==> config.mk <==
export PLATFORM = sky130hd
export DESIGN_NAME = inst_fetch
export DESIGN_NICKNAME = d
export VERILOG_FILES = /design/src/rtl/inst_fetch.sv
export SDC_FILE = /design/constraint.sdc
export NUM_CORES = 1
export LEC_CHECK = 0
export CAP_MARGIN = 40
export CELL_PAD_IN_SITES_DETAIL_PLACEMENT = 0
export CELL_PAD_IN_SITES_GLOBAL_PLACEMENT = 2
export CORE_UTILIZATION = 29
export CTS_CLUSTER_SIZE = 24
export DETAILED_ROUTE_END_ITERATION = 10
export PLACE_DENSITY_LB_ADDON = 0.15
export SYNTH_ARGS = -nofsm -noshare
export SYNTH_HDL_FRONTEND = slang
export SYNTH_SLANG_ARGS = --single-unit
==> constraint.sdc <==
create_clock -name clk -period 5.8 [get_ports clk]
set_input_delay 0.87 -clock clk [delete_from_list [all_inputs] [get_ports clk]]
set_output_delay 0.87 -clock clk [all_outputs]
set_load 0.02 [all_outputs]
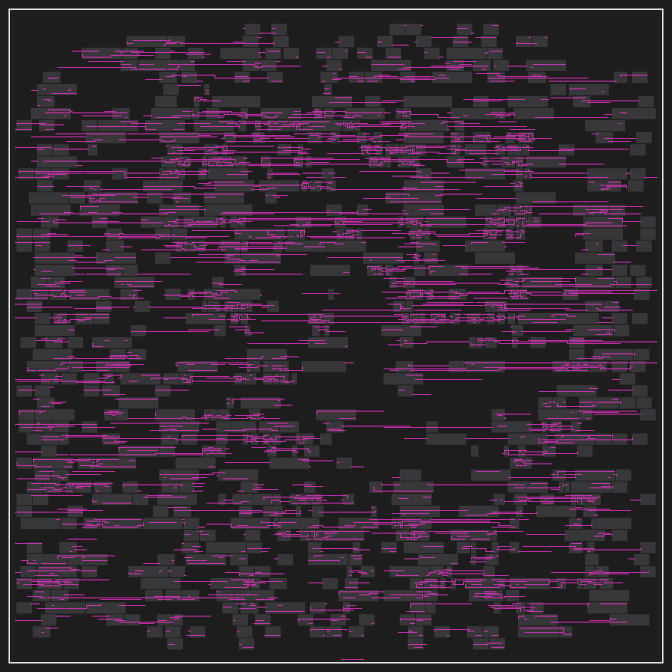
met1.png
- main direction: horizontal
- wire length on this layer: 8,290 µm
- longest straight run: 43.7 µm
GR Util met1: 0.231
WL final: 18,000 µm
vias: 5,083

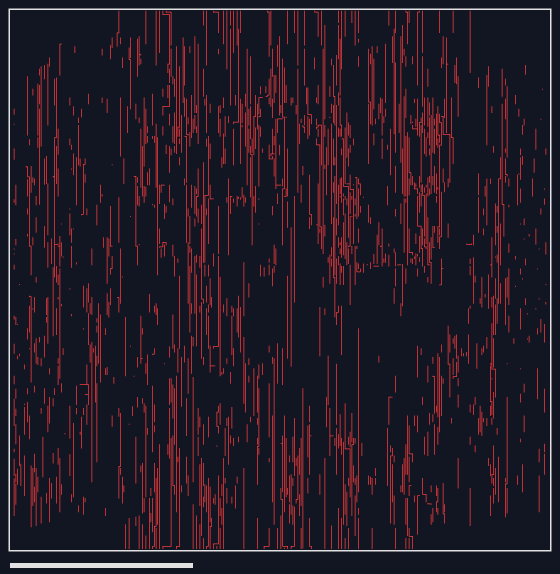
met2.png
Bar = 50 µm.
- main direction: vertical
- wire length on this layer: 8,060 µm
- nets with wire on the layer: 730
- share of all routed wire: 45%
routing usage on met2: 0.254

==> results_dict.tcl <==
# place-and-route summary
set metrics [dict create \
    buffers_excl_clock 211 \
    die-height_um 147 \
    hold_path_class "flip-flop to flip-flop" \
    synth.most_common_cell "dfrtp_1" \
    min_period_over_period 0.605 \
    initCoreUtil 0.299 \
    post_cts_buffers 0 \
    dr_wl_met2_um 8060 \
    logic_family "simple AND/OR/NAND/NOR gates" \
    tool_warnings 28 \
    first_pass_iters 5 \
    hold_depth 1 \
    drt_iter0_markers 233 \
    tns_ns 0 \
    adder_share 0.0102 \
    synthFlopType "dfrtp_1" \
    power_density_nw_per_um2 509 \
    portBuffers 199 \
    comb_area_um2 2640 \
    grt_max_degree 69 \
    wl_met1_um 8290 \
    grt_pass1_vias 5186 \
    syn-cell-area_um2 6110 \
    cts-root-buf "clkbuf_16" \
    n_antenna_cell 0 \
    path_max_fanout 40 \
    status "completed" \
    cp.arrival_ns 2.64 \
    crit_chain "clkdlybuf4s50_1 -> buf_4 -> nor3_1 -> clkdlybuf4s50_1" \
    wl_met3_um 1470 \
    finalSetupViolations 0 \
    power_uw 4630 \
    cts_max_level 4 \
    ant_nets 0 \
    overflow 0 \
    required_ns 4.93 \
]
-- through the flow --
stage	setup slack (ns)	std cells	area, µm²
after floorplan	1.38	528	6110
after CTS	2.27	1014	9100
after detailed placement	2.25	984	8480
final	2.29	1014	9100
after global routing	2.17	1014	9100
after global placement	2.09	980	8410
-- cell families (layout without fill, tap and decap cells) --
group	count (synthesis)	after routing
AOI/OAI and AO/OA	78	78
and+or+nand+nor	173	173
adders and majority gates	5	5
DFF	133	133
muxes	71	71
buffers and inverters	37	253
xor gates and xnor gates	31	31
-- power by group --
| group | internal (µW) | switching, µW |
|---|---|---|
| logic | 975 | 907 |
| registers | 1270 | 350 |
| clock network | 727 | 400 |
-- critical path: cells and delay by family --
kind | cells | cell delay [ns]
buf+inv | 3 | 1.40
simple gates | 1 | 0.36
Power and IR drop assume default switching activity.
